### Cell classes on the final placement, run 1

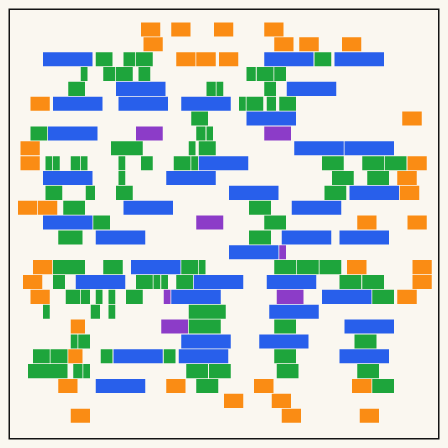
### The metal 3 layer, run 1

Scale bar: 20 um.
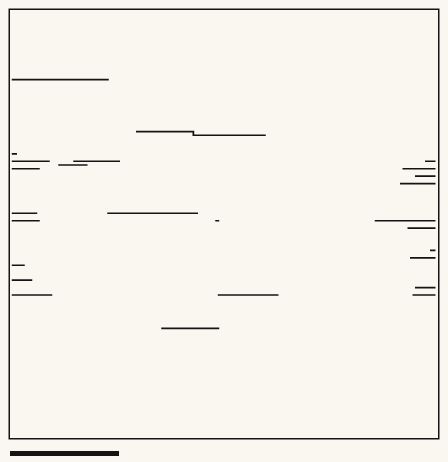
### Placement density heat map, run 1

The die is cut into 8 by 8 equal tiles; white is low, dark blue is high, 0 to 100% covered.
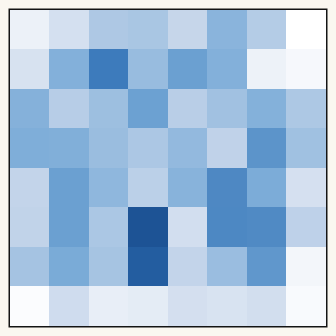
### Cell placement, run 1

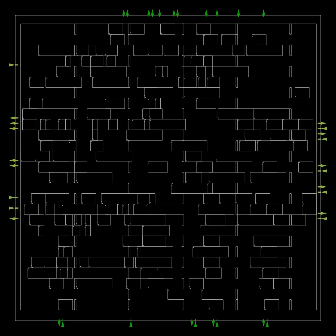
===== config.mk =====
export PLATFORM = sky130hd
export DESIGN_NAME = fifo_stream_reader
export DESIGN_NICKNAME = d
export VERILOG_FILES = /design/src/rtl/fifo_rd_pkg.sv /design/src/rtl/stream_buf2.sv /design/src/rtl/fifo_stream_reader.sv
export SDC_FILE = /design/constraint.sdc
export NUM_CORES = 1
export LEC_CHECK = 0
export CAP_MARGIN = 20
export CORE_UTILIZATION = 30
export DETAILED_ROUTE_END_ITERATION = 10
export PLACE_DENSITY_LB_ADDON = 0.05
export SYNTH_ARGS = -nofsm -noshare
export SYNTH_HDL_FRONTEND = slang
export SYNTH_SLANG_ARGS = --single-unit
export TNS_END_PERCENT = 100

===== constraint.sdc =====
create_clock -name rd_clk -period 4.56 [get_ports rd_clk]
set_clock_uncertainty 0.15 [all_clocks]
set_input_delay 0.912 -clock rd_clk [delete_from_list [all_inputs] [get_ports rd_clk]]
set_output_delay 0.912 -clock rd_clk [all_outputs]
set_load 0.01 [all_outputs]

===== src/rtl/fifo_rd_pkg.sv =====
// rtl/fifo_rd_pkg.sv - shared constants and occupancy encoding for the FIFO read adapter
// Purpose: buffer depth, occupancy width and the EMPTY/ONE/TWO occupancy states
//          used by fifo_stream_reader and its stream_buf2 storage.
// Ports:   none (package).
package fifo_rd_pkg;

    localparam int BUF_DEPTH = 2;
    localparam int OCC_WIDTH = 2;

    typedef enum logic [OCC_WIDTH-1:0] {
        EMPTY = 2'd0,
        ONE   = 2'd1,
        TWO   = 2'd2
    } occ_e;

endpackage


===== src/rtl/stream_buf2.sv =====
// rtl/stream_buf2.sv - two-entry output word buffer with head/tail pointers
// Purpose: holds up to two words between the FIFO read port and the output stream.
// Ports:
//   clk_i        clock
//   rst_i        asynchronous active-high reset
//   clear_i      drop all held words (pointers and occupancy to 0)
//   push_i       write push_data_i into the tail entry
//   push_data_i  word to store
//   pop_i        retire the head entry
//   occ_o        number of held words (EMPTY/ONE/TWO)
//   head_data_o  word at the head entry
import fifo_rd_pkg::*;

module stream_buf2 #(
    parameter int DATA_WIDTH = 8
) (
    input  logic                  clk_i,
    input  logic                  rst_i,
    input  logic                  clear_i,
    input  logic                  push_i,
    input  logic [DATA_WIDTH-1:0] push_data_i,
    input  logic                  pop_i,
    output occ_e                  occ_o,
    output logic [DATA_WIDTH-1:0] head_data_o
);

    occ_e                  occ_q, occ_d;
    logic                  head_q, head_d;
    logic                  tail_q, tail_d;
    logic [DATA_WIDTH-1:0] mem_q [BUF_DEPTH];

    always_comb begin
        occ_d  = occ_q;
        head_d = head_q;
        tail_d = tail_q;
        if (clear_i) begin
            occ_d  = EMPTY;
            head_d = 1'b0;
            tail_d = 1'b0;
        end else begin
            if (push_i) tail_d = ~tail_q;
            if (pop_i)  head_d = ~head_q;
            // push and pop together leave the count alone
            case ({push_i, pop_i})
                2'b10:   occ_d = occ_e'(occ_q + 2'd1);
                2'b01:   occ_d = occ_e'(occ_q - 2'd1);
                default: occ_d = occ_q;
            endcase
        end
    end

    always_ff @(posedge clk_i or posedge rst_i) begin
        if (rst_i) begin
            occ_q  <= EMPTY;
            head_q <= 1'b0;
            tail_q <= 1'b0;
            for (int i = 0; i < BUF_DEPTH; i++) mem_q[i] <= '0;
        end else begin
            occ_q  <= occ_d;
            head_q <= head_d;
            tail_q <= tail_d;
            if (push_i && !clear_i) mem_q[tail_q] <= push_data_i;
        end
    end

    assign occ_o       = occ_q;
    assign head_data_o = mem_q[head_q];

    // the credit check upstream must never let a word arrive into a full buffer
    assert property (@(posedge clk_i) disable iff (rst_i) !(push_i && occ_q == TWO));

endmodule


===== src/rtl/fifo_stream_reader.sv =====
// rtl/fifo_stream_reader.sv - read-side adapter turning FIFO pops into a valid/ready stream
// Purpose: issues credit-limited pops, absorbs the FIFO's one-cycle read latency,
//          supports flush, and counts delivered beats.
// Ports:
//   rd_clk        FIFO read clock
//   reset         asynchronous active-high reset
//   fifo_rd_en    pop request to the FIFO
//   fifo_rd_data  FIFO read data, valid the cycle after a pop
//   fifo_empty    FIFO empty flag
//   flush         discard buffered and in-flight words
//   m_valid       output word available
//   m_ready       downstream accepts the word
//   m_data        output word
//   beat_count    completed output handshakes, wrapping
import fifo_rd_pkg::*;

module fifo_stream_reader #(
    parameter int DATA_WIDTH = 8,
    parameter int CNT_WIDTH  = 16
) (
    input  logic                  rd_clk,
    input  logic                  reset,
    output logic                  fifo_rd_en,
    input  logic [DATA_WIDTH-1:0] fifo_rd_data,
    input  logic                  fifo_empty,
    input  logic                  flush,
    output logic                  m_valid,
    input  logic                  m_ready,
    output logic [DATA_WIDTH-1:0] m_data,
    output logic [CNT_WIDTH-1:0]  beat_count
);

    logic                 inflight_q;
    logic                 discard_q;
    logic [CNT_WIDTH-1:0] beat_q, beat_d;
    occ_e                 occ;
    logic                 pop_out;
    logic                 capture;
    logic [2:0]           credit;

    assign m_valid = (occ != EMPTY);
    assign pop_out = m_valid && m_ready;

    // words held plus the one on its way, minus the one leaving this cycle
    assign credit     = {1'b0, occ} + {2'b00, inflight_q} - {2'b00, pop_out};
    assign fifo_rd_en = !reset && !fifo_empty && !flush && (credit < 3'd2);

    // a word arriving during a flush, or one requested just before it, is dropped
    assign capture = inflight_q && !discard_q && !flush;

    assign beat_d = pop_out ? beat_q + CNT_WIDTH'(1) : beat_q;

    always_ff @(posedge rd_clk or posedge reset) begin
        if (reset) begin
            inflight_q <= 1'b0;
            discard_q  <= 1'b0;
            beat_q     <= '0;
        end else begin
            inflight_q <= fifo_rd_en;
            discard_q  <= flush && inflight_q;
            beat_q     <= beat_d;
        end
    end

    stream_buf2 #(
        .DATA_WIDTH (DATA_WIDTH)
    ) u_buf (
        .clk_i       (rd_clk),
        .rst_i       (reset),
        .clear_i     (flush),
        .push_i      (capture),
        .push_data_i (fifo_rd_data),
        .pop_i       (pop_out),
        .occ_o       (occ),
        .head_data_o (m_data)
    );

    assign beat_count = beat_q;

endmodule

==> impl_metrics.yaml, run 1 <==
# implementation run metrics
outcome:
  status: "finished, final reports clean"
flow_run:
  tool_warnings: 26
  drv.max_cap_violation_count: 0
grt:
  grt_first_pass_wirelength_um: 5830
  number_of_antenna_violations_at_the_first_check_in_global_routing: 0
  globalRouteTotalUtil_pct: 12.5
  grt_max_degree: 39
  grt_pass1_vias: 1172
  global_route.overflow_total: 0
floorplanning:
  width_of_the_die_um: 78.4
  boundaryPins: 39
  design.die.area_um2: 6140
  die.size.y_um: 78.4
worst_hold_path:
  holdCritStartpoint: "beat_count[15]"
  worst_hold_path_type: "register to register"
  min_path_cells: 1
setup_path:
  timing.critical_path.from: "m_ready"
  critical_path_class: "input port to primary output"
  timing.critical_path.fanout_max: 5
  worst-r2r-setup-slack_ns: 2.62
  source_of_the_worst_register_to_register_timing_path: "u_buf.occ_o[1]"
  crit_arrival_ns: 3.19
  cp.required_ns: 3.50
  reg2regPathDepth: 6
  worst_setup_path_end_kind: "primary output"
  worstSetupStartpointType: "input port"
synth:
  yosys_register_bits: 38
  yosys-top-cells-area: "sky130_fd_sc_hd__dfrtp_1 54%, sky130_fd_sc_hd__mux2_2 16%, sky130_fd_sc_hd__xnor2_1 6.5%"
  syn-num-nets: 151
  post-synth-top-area-cell: "sky130_fd_sc_hd__dfrtp_1"
  enable_flop_cells: 0
  async_reset_ff_share_pct: 100
  most_common_cell: "sky130_fd_sc_hd__dfrtp_1"
  yosys_area_um2: 1750
  post_synthesis_average_cell_area_um2: 12.9
  synth-warning-count: 0
  synth_seq_share_pct: 54.4
  synth.cell_area_um2: 1750
  yosys-top-cells-count: "38 x sky130_fd_sc_hd__dfrtp_1, 25 x sky130_fd_sc_hd__mux2_2, 13 x sky130_fd_sc_hd__xnor2_1, 11 x sky130_fd_sc_hd__nor2_1"
  dominantRegCellSynth: "sky130_fd_sc_hd__dfrtp_1"
  yosysTopAreaCellShare_pct: 54.4
  netlist_instances: 136
  yosys_cells: 136
  synth.distinct_cells: 30
routing:
  route.detailed.wl_per_inst_um: 12.9
  detailedRoute.firstIterationViolations: 63
  route.antenna.remaining_nets: 0
  drt-pass1-iter-count: 4
  drt_drc_violations_left: 0
  routed_via_density: 4.52
power:
  cellPowerDensity_nw_per_um2: 402
  worst_ir_drop_vdd_uv: 187
  power_leakage_nw: 0.982
clock_tree:
  cts.repair_timing.setup_buffer_count: 0
  cts-resized-gates: 0
  hold_buffers: 0
  clkTransAtPathRegs_ns: 0.07
  numCtsBuffers: 5
  tritoncts_num_sinks: 38
  cts_tree: "done"
  clock_latency_ns: 0.28
  cts.path.max_buffers: 2
  clockRootBuffer: "sky130_fd_sc_hd__clkbuf_8"
  cts-htree-levels: 2
sta:
  max_clock_freq_ghz: 0.235
  final.min_clock_period_ns: 4.25
  hold-worst-slack_ns: 0.325
  setup-violations-final: 0
  fin_crit_sh_pct: 93.2
  hold_viol_final: 0
  grt_setup_unrepaired: "false"
  slew-limit-headroom_pct: 66.9
  timing_max_transition_violations_final: 0
  worst_pin_slew_ns: 0.496
  final.setup.tns_ns: 0
layout:
  syn_to_final_growth_pct: 30.3
  n_antenna_cell: 0
  share_of_final_layout_standard_cells_stronger_than_drive_strength_1_pct: 20.8
  final_nets: 193
placed_design:
  finalWeightedCongestion: 0.683
  portBuffers: 38
  hpwl_um: 2260
-- 'Cell classes on the final placement' (at the start) --
- orange: remaining buffers and delay cells (cells 40; share of their area 18%)
- green: combinational and other logic (cells 93; share of their area 35%)
- purple: clock drivers and dummy loads (cells 7; share of their area 3.5%)
- blue: sequential cells (cells 38; share of their area 43%)
fraction of area in registers: 41.7%
share of the core filled with cells: 40.9%
CORE AREA: 5570 um2
Final Instance Area: 2280 um2
placement row count: 27

-- 'The metal 3 layer' (at the start) --
- main direction: horizontal
- share of all routed wire: 5.3%
- nets with wire on the layer: 22
- longest straight run: 17.5 um
wire length reported by the detailed router: 3240 um
count of vias placed by the detailed router: 1131
GRT met3 Usage: 3.84%

-- 'Placement density heat map' (at the start) --
- mean over tiles: 36%
- fullest tile: 86%
- tiles over 75% full: 3.1%
- nearly empty tiles: 3.1%
- emptiest ninth of the die: upper right
initial core utilization: 31.4%

-- 'Cell placement' (at the start) --
num tapcells: 72
Filler Cells Inserted: 555
count of sequential standard cells: 38

run 1: layout make-up:
cell class	count	area [um2]	share of cell area [%]
sequential	38	951	41.7
multi-input combinational	91	758	33.3
timing repair buffer	40	395	17.4
tap	72	90.1	3.95
clock buffer	7	76.3	3.35
inverter	2	7.51	0.329
run 1: cells by family after synthesis:
kind of cell             Yosys count  synth area share (%)
multiplexers                      26                  16.7
AND/OR/NAND/NOR                   39                  12.9
flip-flops                        38                  54.4
XOR/XNOR                          20                  10.0
AND-OR/OR-AND                      4                  1.93
buffers and inverters              7                  2.29
adder cells (fa/ha/maj)            2                  1.86
run 1: per-stage QoR:
step / cell area (um2) / total power [W] / worst slack, ns / std cells
finish: 2280 / 0.000916 / 0.309 / 250
global route: 2280 / 0.000981 / 0.175 / 250
CTS: 2280 / 0.000934 / 0.282 / 250
detailed placement: 2200 / 0.000716 / 0.283 / 243
global placement: 2200 / 0.000708 / 0.350 / 243
floorplan: 1750 / 0.000585 / 1.38 / 136
run 1: flip-flops by register name (all words and copies together), names as in the netlist:
register and count:
inflight_q 1, u_buf.head_q 1, u_buf.tail_q 1, discard_q 1, u_buf.occ_o 2, beat_count 16
u_buf.mem_q 16
run 1: critical path, cell delays in order:
cell	delay [ns]
sky130_fd_sc_hd__clkdlybuf4s50_1	0.60
sky130_fd_sc_hd__o21ai_4	0.09
sky130_fd_sc_hd__nor2_1	0.17
sky130_fd_sc_hd__o21ai_0	0.14
sky130_fd_sc_hd__fa_1	0.39
sky130_fd_sc_hd__xnor2_1	0.13
sky130_fd_sc_hd__and4_1	0.22
sky130_fd_sc_hd__clkdlybuf4s50_1	0.54
run 1: layer usage:
metal	global-route usage (%)	vias up	wire length (um)	share of wire (%)
li1	-	542	-	-
met1	17.0	554	1550	48
met2	18.2	29	1450	45
met3	3.84	6	171	5.3
met4	5.56	0	59	1.8
met5	0	-	0	0
run 1: power by group:
part / leakage (nW) / internal (W) / total, W / switching, W
logic: 0.445 / 0.000168 / 0.000260 / 0.0000924
clock network: 0.0383 / 0.000105 / 0.000209 / 0.000104
registers: 0.498 / 0.000396 / 0.000446 / 0.0000497
total: 0.982 / 0.000670 / 0.000916 / 0.000246
run 1: final timing paths:
kind,endpoint
max,fifo_rd_en
min,beat_count[15]
max reg2reg,inflight_q
min reg2reg,beat_count[15]
max in group asynchronous,u_buf.mem_q[2]
min in group asynchronous,beat_count[10]
run 1: layout by cell type (no fill, tap or decap), types with 2 or more instances in the layout:
cell	Yosys	layout
sky130_fd_sc_hd__dfrtp_1	38	38
sky130_fd_sc_hd__clkdlybuf4s50_1	0	38
sky130_fd_sc_hd__mux2_2	25	25
sky130_fd_sc_hd__xnor2_1	13	13
sky130_fd_sc_hd__nor2_1	11	11
sky130_fd_sc_hd__nand2_1	7	7
sky130_fd_sc_hd__xor2_1	7	7
sky130_fd_sc_hd__nand3_1	6	6
sky130_fd_sc_hd__clkbuf_8	0	5
sky130_fd_sc_hd__nand4_1	3	3
sky130_fd_sc_hd__inv_1	2	2
sky130_fd_sc_hd__nor3_4	2	2
sky130_fd_sc_hd__and2_1	2	2
sky130_fd_sc_hd__clkbuf_1	1	2
sky130_fd_sc_hd__buf_4	1	2
### Register map, names as in the netlist, run 1

Scale bar: 20 um.
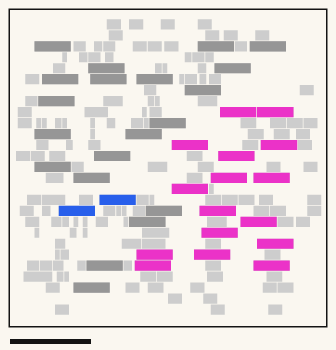

==> run 2, diff against run 1 <==
--- a/config.mk
+++ b/config.mk
@@ -6,7 +6,7 @@
 export NUM_CORES = 1
 export LEC_CHECK = 0
 export CAP_MARGIN = 20
-export CORE_UTILIZATION = 30
+export CORE_UTILIZATION = 53
 export DETAILED_ROUTE_END_ITERATION = 10
 export PLACE_DENSITY_LB_ADDON = 0.05
 export SYNTH_ARGS = -nofsm -noshare
### Register map, names as in the netlist, run 2

Scale bar: 20 um.
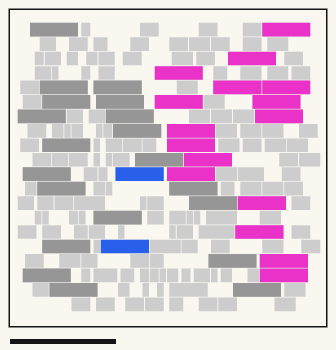
- blue: `u_buf.occ_o` (flops 2)
- magenta: `u_buf.mem_q` (flops 16)
- not colored: 20
fraction of area in registers: 42.6%
Register Area: 951 um2
sequential logic power: 0.000445 W

### Cell placement, run 2

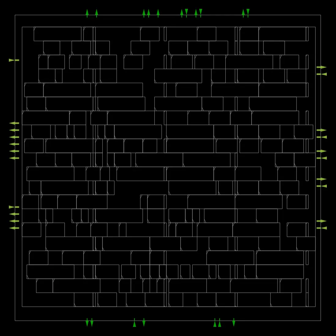
Filler Cells Inserted: 241
placement row count: 20
CORE AREA: 3100 um2
num tapcells: 44
non-filler instance count after layout: 223

==> run 2 against run 1 <==
Net effect: via count is 0.53% higher; core utilization is 31 points higher; register-to-register slack hardly changed; synthesized area stayed put; critical path depth stayed put; critical path type unchanged; largest cell class unchanged; largest power group unchanged.
==> impl_metrics.yaml, run 2 <==
# implementation run metrics
outcome:
  status: "finished, final reports clean"
floorplanning:
  design.die.area_um2: 3530
  boundaryPins: 39
  width_of_the_die_um: 59.5
  die.size.y_um: 59.5
synth:
  synth.cell_area_um2: 1750
  synth-warning-count: 0
  synth.distinct_cells: 30
  ys_sh_mux_pct: 16.7
  post_synthesis_average_cell_area_um2: 12.9
  dominantRegCellSynth: "sky130_fd_sc_hd__dfrtp_1"
  yosys_register_bits: 38
  yosys-top-cells-count: "38 x sky130_fd_sc_hd__dfrtp_1, 25 x sky130_fd_sc_hd__mux2_2, 13 x sky130_fd_sc_hd__xnor2_1, 11 x sky130_fd_sc_hd__nor2_1"
  yosys.area_share.adder_pct: 1.86
  yosysTopAreaCellShare_pct: 54.4
  syn-num-nets: 151
  netlist_instances: 136
  post-synth-top-area-cell: "sky130_fd_sc_hd__dfrtp_1"
  most_common_cell: "sky130_fd_sc_hd__dfrtp_1"
  async_reset_ff_share_pct: 100
  enable_flop_cells: 0
  simple_gate_share_of_the_synthesized_area_pct: 12.9
  synth_seq_share_pct: 54.4
  yosys.area_share.aoi_pct: 1.93
  top_logic_kind: "multiplexers"
  yosys_cells: 136
  yosys_area_um2: 1750
  yosys-top-cells-area: "sky130_fd_sc_hd__dfrtp_1 54%, sky130_fd_sc_hd__mux2_2 16%, sky130_fd_sc_hd__xnor2_1 6.5%"
  synthXorXnorAreaFrac_pct: 10.0
sta:
  final.setup.tns_ns: 0
  final.min_clock_period_ns: 4.27
  fin_crit_sh_pct: 93.6
  slew-limit-headroom_pct: 68.6
  setup-violations-final: 0
  hold_viol_final: 0
  grt_setup_unrepaired: "false"
  worst_pin_slew_ns: 0.471
  max_clock_freq_ghz: 0.234
  timing_max_transition_violations_final: 0
  final.setup.worst_slack_ns: 0.294
clock_tree:
  clkTransAtPathRegs_ns: 0.11
  cts.path.max_buffers: 2
  clock_latency_ns: 0.34
  hold_buffers: 0
  cts-htree-levels: 2
  tritoncts_num_sinks: 38
  cts.repair_timing.setup_buffer_count: 0
  numCtsBuffers: 5
  clockRootBuffer: "sky130_fd_sc_hd__clkbuf_4"
  cts_tree: "done"
  cts-resized-gates: 0
layout:
  final_nets: 193
  total_area_of_multi_input_combinational_cells_um2: 758
  n_antenna_cell: 0
  syn_to_final_growth_pct: 27.5
  share_of_final_layout_standard_cells_stronger_than_drive_strength_1_pct: 22.3
  layout_top_cells: "38 x sky130_fd_sc_hd__dfrtp_1, 38 x sky130_fd_sc_hd__clkdlybuf4s50_1, 25 x sky130_fd_sc_hd__mux2_2"
setup_path:
  cp.required_ns: 3.50
  timing.critical_path.fanout_max: 5
  worst_setup_path_end_kind: "primary output"
  reg2regPathDepth: 6
  r2r-end: "inflight_q"
  worstSetupStartpointType: "input port"
  critical_path_class: "input port to primary output"
  worst-r2r-setup-slack_ns: 2.61
  timing.critical_path.from: "m_ready"
  crit_arrival_ns: 3.20
  endpoint: "fifo_rd_en"
  source_of_the_worst_register_to_register_timing_path: "u_buf.occ_o[0]"
placed_design:
  finalWeightedCongestion: 0.779
  place_worst_setup_slack_ns: 0.278
  hpwl_um: 2250
  portBuffers: 38
power:
  power.net_switching_w: 0.000251
  clockPowerShare_pct: 20.6
  power_leakage_nw: 0.978
  internal-power_w: 0.000638
  cellPowerDensity_nw_per_um2: 398
  sequentialPowerShare_pct: 50.1
  netSwitchingFraction_pct: 28.2
  power.combinational.fraction_pct: 29.3
  worst_ir_drop_vdd_uv: 225
grt:
  grt_pass1_vias: 1141
  globalRouteTotalUtil_pct: 19.8
  grt_max_degree: 39
  number_of_antenna_violations_at_the_first_check_in_global_routing: 0
  grt_first_pass_wirelength_um: 5000
  global_route.overflow_total: 0
  met3_usage_pct: 4.80
  grt_use_met2_pct: 33.9
  grt_most_used_layer: "met2"
  grtUsageMet1_pct: 23.1
routing:
  wl_um: 3090
  drt-pass1-iter-count: 4
  route.vias.total: 1137
  detailedRoute.firstIterationViolations: 37
  routed_via_density: 5.10
  route.detailed.wl_per_inst_um: 13.9
  route.antenna.remaining_nets: 0
  drt_drc_violations_left: 0
flow_run:
  tool_warnings: 26
  drv.max_cap_violation_count: 0
worst_hold_path:
  holdCritStartpoint: "beat_count[15]"
  worst_hold_path_type: "register to register"
### Placement density heat map, run 2

The die is cut into 12 by 12 equal tiles; white is low, dark blue is high, 0 to 100% covered.
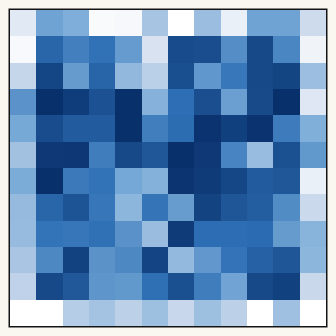
- nearly empty tiles: 3.5%
- fullest tile: 100%
- tiles over 75% full: 38%
- mean over tiles: 62%
share of the core filled with cells: 71.9%
initial core utilization: 56.4%

-- run 2: cell types whose count changed in the layout (fill, tap and decap cells not counted), sizes merged --
cell / change
clkinvlp: +1
clkbuf: -1
clkinv: +1
-- run 2: through the flow --
stage               area [um2]  total power, W  hold WS (ns)  cells
finish                    2230        0.000888         0.336    223
global route              2230        0.000942         0.354    223
CTS                       2230        0.000897         0.339    223
detailed placement        2170        0.000715         0.320    215
global placement          2170        0.000702         0.313    215
floorplan                 1750        0.000585         0.325    136
-- run 2: worst min path at each step --
stage | slack (ns) | end | cells after the start
floorplan | 0.32 | discard_q | 1
global placement | 0.31 | beat_count[15] | 1
detailed placement | 0.32 | beat_count[15] | 1
CTS | 0.34 | beat_count[15] | 1
global route | 0.35 | beat_count[15] | 1
finish | 0.34 | beat_count[15] | 1
-- run 2: critical path, cell delays in order --
cell and delay [ns]:
sky130_fd_sc_hd__clkdlybuf4s50_1 0.59, sky130_fd_sc_hd__o21ai_4 0.09, sky130_fd_sc_hd__nor2_1 0.18, sky130_fd_sc_hd__o21ai_0 0.14, sky130_fd_sc_hd__fa_1 0.40, sky130_fd_sc_hd__xnor2_1 0.14, sky130_fd_sc_hd__and4_1 0.22, sky130_fd_sc_hd__clkdlybuf4s50_1 0.53
-- run 2: layout make-up --
cell class                      instances  share of cell area, %
Clock buffer                            6                   2.30
Clock inverter                          2                  0.561
Inverter                                2                  0.337
Multi-Input combinational cell         91                   34.0
Sequential cell                        38                   42.6
Tap cell                               44                   2.47
Timing Repair Buffer                   40                   17.7
-- run 2: power groups by stage --
stage,registers [W],logic [W],clock network (W)
2_1_floorplan,0.000442,0.000143,0
3_3_place_gp,0.000446,0.000256,0
3_5_place_dp,0.000453,0.000262,0
4_1_cts,0.000446,0.000264,0.000188
5_1_grt,0.000455,0.000285,0.000201
6_report,0.000445,0.000260,0.000183
-- run 2: routing by layer --
metal,vias to the layer above,wire [um]
li1,546,-
met1,552,1340
met2,30,1530
met3,9,147
met4,0,75
met5,-,0
-- run 2: cell families (layout without fill, tap and decap cells) --
| kind of cell | after synthesis | after routing |
|---|---|---|
| simple gates | 39 | 39 |
| flops | 38 | 38 |
| mux | 26 | 26 |
| xor+xnor | 20 | 20 |
| buf+inv | 7 | 50 |
| compound gates | 4 | 4 |
| fa+ha+maj | 2 | 2 |
==> run 3, diff against run 2 <==
--- a/config.mk
+++ b/config.mk
@@ -5,7 +5,7 @@
 export SDC_FILE = /design/constraint.sdc
 export NUM_CORES = 1
 export LEC_CHECK = 0
-export CAP_MARGIN = 20
+export CAP_MARGIN = 15
 export CORE_UTILIZATION = 53
 export DETAILED_ROUTE_END_ITERATION = 10
 export PLACE_DENSITY_LB_ADDON = 0.05
### Cell placement, run 3

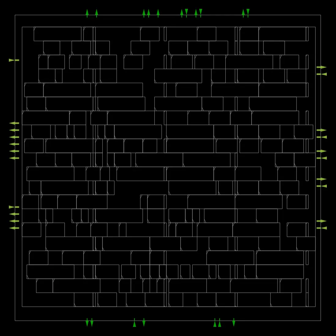

### Register map, names as in the netlist, run 3

Scale bar: 20 um.
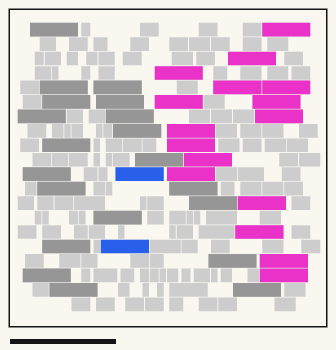
- blue: `u_buf.occ_o` (flops 2)
- magenta: `u_buf.mem_q` (flops 16)

==> run 3 against run 2 <==
Net effect: first-iteration DRC count unchanged; hold slack stayed put; clock power hardly changed; total power stayed put; combinational power is essentially flat; non-clock buffer count unchanged; worst setup slack unchanged; sequential share of layout area unchanged; register-to-register slack is essentially flat; final cell count is the same; core utilization unchanged; via count stayed put; highest routed layer unchanged.
==> impl_metrics.yaml, run 3 <==
# implementation run metrics
synth:
  synth-warning-count: 0
  netlist_instances: 136
  yosys_register_bits: 38
  yosys_cells: 136
  synth.cell_area_um2: 1750
  yosysTopAreaCellShare_pct: 54.4
  enable_flop_cells: 0
  yosys-top-cells-count: "38 x sky130_fd_sc_hd__dfrtp_1, 25 x sky130_fd_sc_hd__mux2_2, 13 x sky130_fd_sc_hd__xnor2_1, 11 x sky130_fd_sc_hd__nor2_1"
  synth_seq_share_pct: 54.4
  yosys_area_um2: 1750
  dominantRegCellSynth: "sky130_fd_sc_hd__dfrtp_1"
  syn-num-nets: 151
  post-synth-top-area-cell: "sky130_fd_sc_hd__dfrtp_1"
  yosys-top-cells-area: "sky130_fd_sc_hd__dfrtp_1 54%, sky130_fd_sc_hd__mux2_2 16%, sky130_fd_sc_hd__xnor2_1 6.5%"
floorplanning:
  design.die.area_um2: 3530
  die.size.y_um: 59.5
  fp-utilization_pct: 56.4
  fp-row-count: 20
  width_of_the_die_um: 59.5
sta:
  worst_pin_slew_ns: 0.471
  fin_crit_sh_pct: 93.6
  hold-worst-slack_ns: 0.336
  setup-violations-final: 0
  max_clock_freq_ghz: 0.234
  timing_max_transition_violations_final: 0
  hold_viol_final: 0
clock_tree:
  cts.path.max_buffers: 2
  tritoncts_num_sinks: 38
  clkTransAtPathRegs_ns: 0.11
  clockRootBuffer: "sky130_fd_sc_hd__clkbuf_4"
  cts-htree-levels: 2
power:
  cellPowerDensity_nw_per_um2: 398
  power_leakage_nw: 0.978
layout:
  final_nets: 193
  post-route-util_pct: 71.9
  share_of_final_layout_standard_cells_stronger_than_drive_strength_1_pct: 22.3
  syn_to_final_growth_pct: 27.5
  layout_top_cells: "38 x sky130_fd_sc_hd__dfrtp_1, 38 x sky130_fd_sc_hd__clkdlybuf4s50_1, 25 x sky130_fd_sc_hd__mux2_2"
  stdcell_count: 223
routing:
  detailedRoute.firstIterationViolations: 37
  wl_um: 3090
  routed_via_density: 5.10
  route.vias.total: 1137
  route.antenna.remaining_nets: 0
setup_path:
  crit_arrival_ns: 3.20
  timing.critical_path.fanout_max: 5
  critical_path_class: "input port to primary output"
grt:
  grt_pass1_vias: 1141
  grt_most_used_layer: "met2"
  grt_first_pass_wirelength_um: 5000
  met3_usage_pct: 4.80
  grt_max_degree: 39
  grtUsageMet1_pct: 23.1
  globalRouteTotalUtil_pct: 19.8
  number_of_antenna_violations_at_the_first_check_in_global_routing: 0
  global_route.overflow_total: 0
flow_run:
  drv.max_cap_violation_count: 0
  tool_warnings: 26
placed_design:
  hpwl_um: 2250
  finalWeightedCongestion: 0.779
outcome:
  status: "finished, final reports clean"
worst_hold_path:
  worst_hold_path_type: "register to register"
### Cell classes on the final placement, run 3

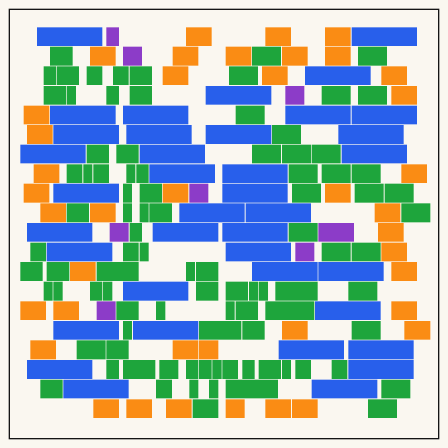
- purple: clock drivers and dummy loads (cells 8; share of their area 2.9%)
- green: combinational and other logic (cells 93; share of their area 35%)
- orange: remaining buffers and delay cells (cells 40; share of their area 18%)
- blue: sequential cells (cells 38; share of their area 44%)
Final Instance Area: 2230 um2

## run 3: through the flow
step | total power [W] | setup slack [ns]
6_report | 0.000888 | 0.294
5_1_grt | 0.000942 | 0.140
4_1_cts | 0.000897 | 0.277
3_5_place_dp | 0.000715 | 0.278
3_3_place_gp | 0.000702 | 0.381
2_1_floorplan | 0.000585 | 1.38
## run 3: cell type report
class | count | area, um2
Fill cell | 241 | 872
Timing Repair Buffer | 40 | 395
Inverter | 2 | 7.51
Clock inverter | 2 | 12.5
Clock buffer | 6 | 51.3
Sequential cell | 38 | 951
Multi-Input combinational cell | 91 | 758
Tap cell | 44 | 55.1
## run 3: cells by family (layout without fill, tap and decap cells)
| group | count (synthesis) | count (layout) | synth area share [%] |
|---|---|---|---|
| adders and majority gates | 2 | 2 | 1.86 |
| buffers and inverters | 7 | 50 | 2.29 |
| AOI/OAI and AO/OA | 4 | 4 | 1.93 |
| xor gates and xnor gates | 20 | 20 | 10.0 |
| muxes | 26 | 26 | 16.7 |
| DFF | 38 | 38 | 54.4 |
| and+or+nand+nor | 39 | 39 | 12.9 |
## run 3: metal layers
| layer | wire length, um | vias up |
|---|---|---|
| li1 | - | 546 |
| met1 | 1340 | 552 |
| met2 | 1530 | 30 |
| met3 | 147 | 9 |
| met4 | 75 | 0 |
| met5 | 0 | - |
## run 3: worst paths after layout
| path | startpoint | end | slack (ns) | cells after the start |
|---|---|---|---|---|
| max | m_ready | fifo_rd_en | 0.29 | 8 |
| min | beat_count[15] | beat_count[15] | 0.34 | 1 |
| max reg2reg | u_buf.occ_o[0] | inflight_q | 2.61 | 6 |
| min reg2reg | beat_count[15] | beat_count[15] | 0.34 | 1 |
| max in group asynchronous | reset | u_buf.mem_q[0] | 3.07 | 3 |
| min in group asynchronous | reset | inflight_q | 0.87 | 3 |
## run 3: critical path, stage by stage
cell                              delay, ns
sky130_fd_sc_hd__clkdlybuf4s50_1       0.59
sky130_fd_sc_hd__o21ai_4               0.09
sky130_fd_sc_hd__nor2_1                0.18
sky130_fd_sc_hd__o21ai_0               0.14
sky130_fd_sc_hd__fa_1                  0.40
sky130_fd_sc_hd__xnor2_1               0.14
sky130_fd_sc_hd__and4_1                0.22
sky130_fd_sc_hd__clkdlybuf4s50_1       0.53
## run 3: where the power goes
| group | internal (W) | leakage, nW | switching (W) |
|---|---|---|---|
| sequential | 0.000396 | 0.498 | 0.0000495 |
| combinational | 0.000168 | 0.445 | 0.0000922 |
| clock | 0.0000741 | 0.0343 | 0.000109 |
Power and IR drop assume default switching activity.
